**The metal 1 layer**

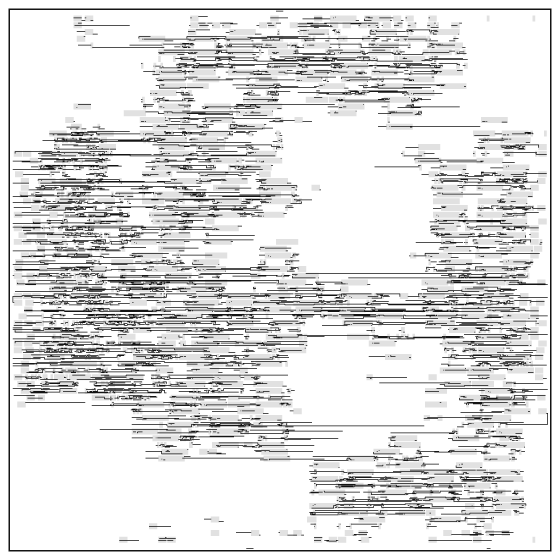
**The metal 2 layer**

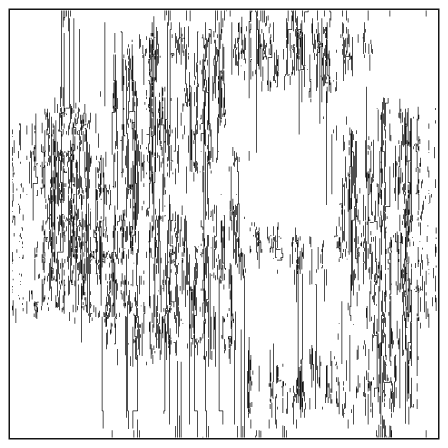
**M4 wires**

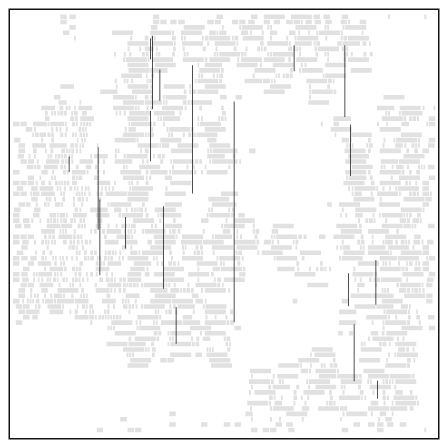
--- config.mk ---
export PLATFORM = sky130hd
export DESIGN_NAME = ifetch_queue
export DESIGN_NICKNAME = d
export VERILOG_FILES = /design/src/rtl/ifetch_queue.sv
export SDC_FILE = /design/constraint.sdc
export NUM_CORES = 1
export LEC_CHECK = 0
export ABC_AREA = 1
export ABC_CLOCK_PERIOD_IN_PS = 18450
export CORE_UTILIZATION = 29
export DETAILED_ROUTE_END_ITERATION = 12
export MAX_ROUTING_LAYER = met4
export RECOVER_POWER = 50
export SLEW_MARGIN = 20
export SYNTH_ARGS = -nofsm -noshare
export SYNTH_HDL_FRONTEND = slang
export SYNTH_SLANG_ARGS = --single-unit
--- constraint.sdc ---
create_clock -name clk -period 18.45 [get_ports clk]
set_input_delay 1.845 -clock clk [delete_from_list [all_inputs] [get_ports clk]]
set_output_delay 1.845 -clock clk [all_outputs]
set_load 0.005 [all_outputs]
--- src/rtl/ifetch_queue.sv ---
// Instruction-fetch front end: holds the PC, reads a combinational instruction
// memory every cycle and buffers {pc, instr} pairs in a small FIFO for decode.
module ifetch_queue #(
    parameter logic [31:0] RESET_PC = 32'h0000_0000,
    parameter int          DEPTH    = 4
) (
    input  logic                     clk,
    input  logic                     reset,
    output logic [31:0]              iaddr,
    input  logic [31:0]              idata,
    input  logic                     fetch_en,
    input  logic                     redirect,
    input  logic [31:0]              redirect_pc,
    output logic                     out_valid,
    input  logic                     out_ready,
    output logic [31:0]              out_instr,
    output logic [31:0]              out_pc,
    output logic [$clog2(DEPTH):0]   q_count
);

    localparam int AW = $clog2(DEPTH);
    localparam int CW = AW + 1;

    logic [31:0]   pc;
    logic [31:0]   store_pc    [DEPTH];
    logic [31:0]   store_instr [DEPTH];
    logic [AW-1:0] rd_ptr;
    logic [AW-1:0] wr_ptr;
    logic [CW-1:0] count;
    logic          full;
    logic          pop;
    logic          push;

    // A full queue may still accept a word when the head leaves in the same cycle.
    assign full      = (count == CW'(DEPTH));
    assign out_valid = (count != '0);
    assign pop       = out_valid & out_ready;
    assign push      = fetch_en & ~redirect & (~full | pop);

    assign iaddr     = pc;
    assign out_instr = store_instr[rd_ptr];
    assign out_pc    = store_pc[rd_ptr];
    assign q_count   = count;

    // NOTE: sequential state uses non-blocking assignments so every register
    // samples pre-edge values regardless of statement order.
    always_ff @(posedge clk) begin
        if (reset) begin
            pc     <= {RESET_PC[31:2], 2'b00};
            rd_ptr <= '0;
            wr_ptr <= '0;
            count  <= '0;
        end else if (redirect) begin
            pc     <= {redirect_pc[31:2], 2'b00};
            rd_ptr <= '0;
            wr_ptr <= '0;
            count  <= '0;
        end else begin
            if (push) begin
                wr_ptr <= wr_ptr + 1'b1;
                pc     <= pc + 32'd4;
            end
            if (pop) begin
                rd_ptr <= rd_ptr + 1'b1;
            end
            count <= count + CW'(push) - CW'(pop);
        end
    end

    // NOTE: the storage is reset only so the head reads as zero after reset;
    // a redirect leaves stale data behind, which is harmless because
    // out_valid is low until a new word is written.
    always_ff @(posedge clk) begin
        if (reset) begin
            for (int i = 0; i < DEPTH; i++) begin
                store_pc[i]    <= '0;
                store_instr[i] <= '0;
            end
        end else if (push) begin
            store_pc[wr_ptr]    <= pc;
            store_instr[wr_ptr] <= idata;
        end
    end

endmodule

==> run_results.csv <==
group,metric,value,unit
run_status,outcome,"finished, violations left",
run_status,violations,"max-capacitance violations, max-slew violations",
yosys,ys_cells,1381,
setup_path,crit_type,"primary input to register",
routing,first_pass_iters,7,
clock_tree,cts_sinks,287,
yosys,ys_top_cells_by_area,"edfxtp_1, nor2_1, dfxtp_1",
yosys,ys_seq_share,0.614,
yosys,yosys.area_share.simple,0.202,
global_routing,grt_pass1_vias,10041,
timing,min_period,8.66,ns
yosys,common_cells,"nor2_1, edfxtp_1, o21ai_0",
die,coreArea,45500,um^2
place,place_inst,2078,
clock_tree,cts_resized,0,
routing,vias_per_cell,4.78,
timing,drv_slew,195,
setup_path,end_kind,"register",
timing,fin_skew,0.0277,ns
yosys,async_flop_share,0,
die,die.size.y,217,um
clock_tree,cts_tree,"yes",
flow_run,maxCapViolCount,4,
cells_and_area,fin_cells,2138,
timing,finalHoldViolCount,0,
routing,wl_per_cell,17.6,um
timing,slew_headroom,-1.74,
yosys,synth-main-ff-cell,"edfxtp_1",
setup_path,startpoint_type,"primary input",
clock_tree,cts_buffers,34,
timing,holdWs,0.460,ns
clock_tree,cts-root-buf,"clkbuf_16",
die,die_area,47000,um^2
timing,fin_setup_tns,0,ns
min_path,holdPathStages,2,
min_path,holdCritStartpoint,"rd_ptr[1]$_SDFFE_PP0P_",
yosys,synth_flops,287,
die,io_pins,169,
yosys,mux_share,0,
yosys,synthAdderAreaFrac,0.00430,
power_and_ir_drop,power.density,93.8,nW/um^2
cells_and_area,final_util,0.362,
yosys,ys_sh_xor,0.00327,
timing,maxClockFrequency,0.116,GHz
-- 'the metal 1 layer' (at the start) --
wire length on this layer	16700 um
nets with wire on the layer	1479

-- 'the metal 2 layer' (at the start) --
nets with wire on the layer	1292
share of all routed wire	48%
Vias: 10214
routing usage on met2: 0.268
drt total wl: 37600 um

-- 'M4 wires' (at the start) --
nets with wire on the layer	12
longest straight run	112 um
wire length on this layer	577 um
main direction	vertical

## state kept, by name, indices dropped and copies added, names as in the netlist, named ones only
name and cells:
store_instr 128, rd_ptr 2, iaddr 30, q_count 3, wr_ptr 2, store_pc 120
## placed cells by master (no fill, tap or decap), types with 3 or more instances in the layout
| master | synthesis | routed |
|---|---|---|
| buf_4 | 5 | 9 |
| nor2_4 | 45 | 34 |
| o22ai_1 | 62 | 62 |
| xor2_1 | 4 | 4 |
| inv_1 | 114 | 139 |
| nor2_1 | 365 | 378 |
| dlygate4sd3_1 | 0 | 36 |
| o211ai_1 | 4 | 5 |
| ha_1 | 3 | 3 |
| clkdlybuf4s50_1 | 0 | 126 |
| nand3_1 | 36 | 35 |
| nand4_1 | 10 | 10 |
| edfxtp_1 | 248 | 248 |
| nand2_1 | 124 | 123 |
| dfxtp_1 | 39 | 38 |
| a21oi_1 | 19 | 19 |
| nor3_1 | 5 | 5 |
| clkinv_1 | 2 | 14 |
| a31oi_1 | 7 | 7 |
| clkbuf_8 | 0 | 4 |
| conb_1 | 1 | 4 |
| inv_2 | 44 | 10 |
| o21ai_0 | 153 | 154 |
| clkbuf_16 | 0 | 36 |
| clkbuf_1 | 49 | 11 |
## metal layers
metal | vias up | wire length [um]
li1 | 4861 | -
met1 | 4953 | 16700
met2 | 352 | 17900
met3 | 48 | 2370
met4 | 0 | 577
met5 | - | 0
## report_power, final
part / total (uW) / internal [uW] / switching (uW) / leakage [uW]
Sequential: 750 / 736 / 14.2 / 0.00288
Clock: 659 / 400 / 260 / 0.000528
Combinational: 136 / 56.4 / 79.3 / 0.00253
Total: 1540 / 1190 / 353 / 0.00594
## cells by family (layout without fill, tap and decap cells)
group / after synthesis / after routing
AND-OR/OR-AND: 250 / 250
XOR/XNOR: 5 / 5
adder cells (fa/ha/maj): 4 / 4
buffers and inverters: 239 / 392
flip-flops: 287 / 287
other: 1 / 5
AND/OR/NAND/NOR: 595 / 595
## metrics by stage
step	setup slack (ns)	area (um^2)
floorplan	10.85	13400
global placement	12.82	15500
detailed placement	12.80	15500
CTS	13.04	16600
global route	9.21	16500
finish	9.79	16500
## worst max-delay path: stages
cell           delay [ns]
dlygate4sd3_1        1.03
nor2_1               0.25
inv_1                0.25
nor2_1               0.27
nand3_4              0.11
clkbuf_1             2.71
nand2_1              1.51
buf_4                0.78
## worst max path at each step
stage	start	endpoint	slack, ns	cells after the start
CTS	register	out_pc[18]	13.04	5
global route	reset	store_instr[0][19]$_SDFFCE_PN0P_	9.21	8
detailed placement	reset	store_instr[0][22]$_SDFFCE_PN0P_	12.80	4
finish	reset	store_instr[0][19]$_SDFFCE_PN0P_	9.79	8
global placement	reset	store_instr[0][22]$_SDFFCE_PN0P_	12.82	4
floorplan	out_ready	store_instr[3][0]$_DFFE_PP_	10.85	6
## area by class of cell
type	instances	area (um^2)
inverter	160	604
sequential	287	8230
antenna	1	2.50
clock inverter	10	100
timing repair buffer	173	1700
multi-input combinational	858	4110
tap	600	751
clock buffer	49	990
fill	4630	29000
Power is estimated from default activity; no workload was simulated.
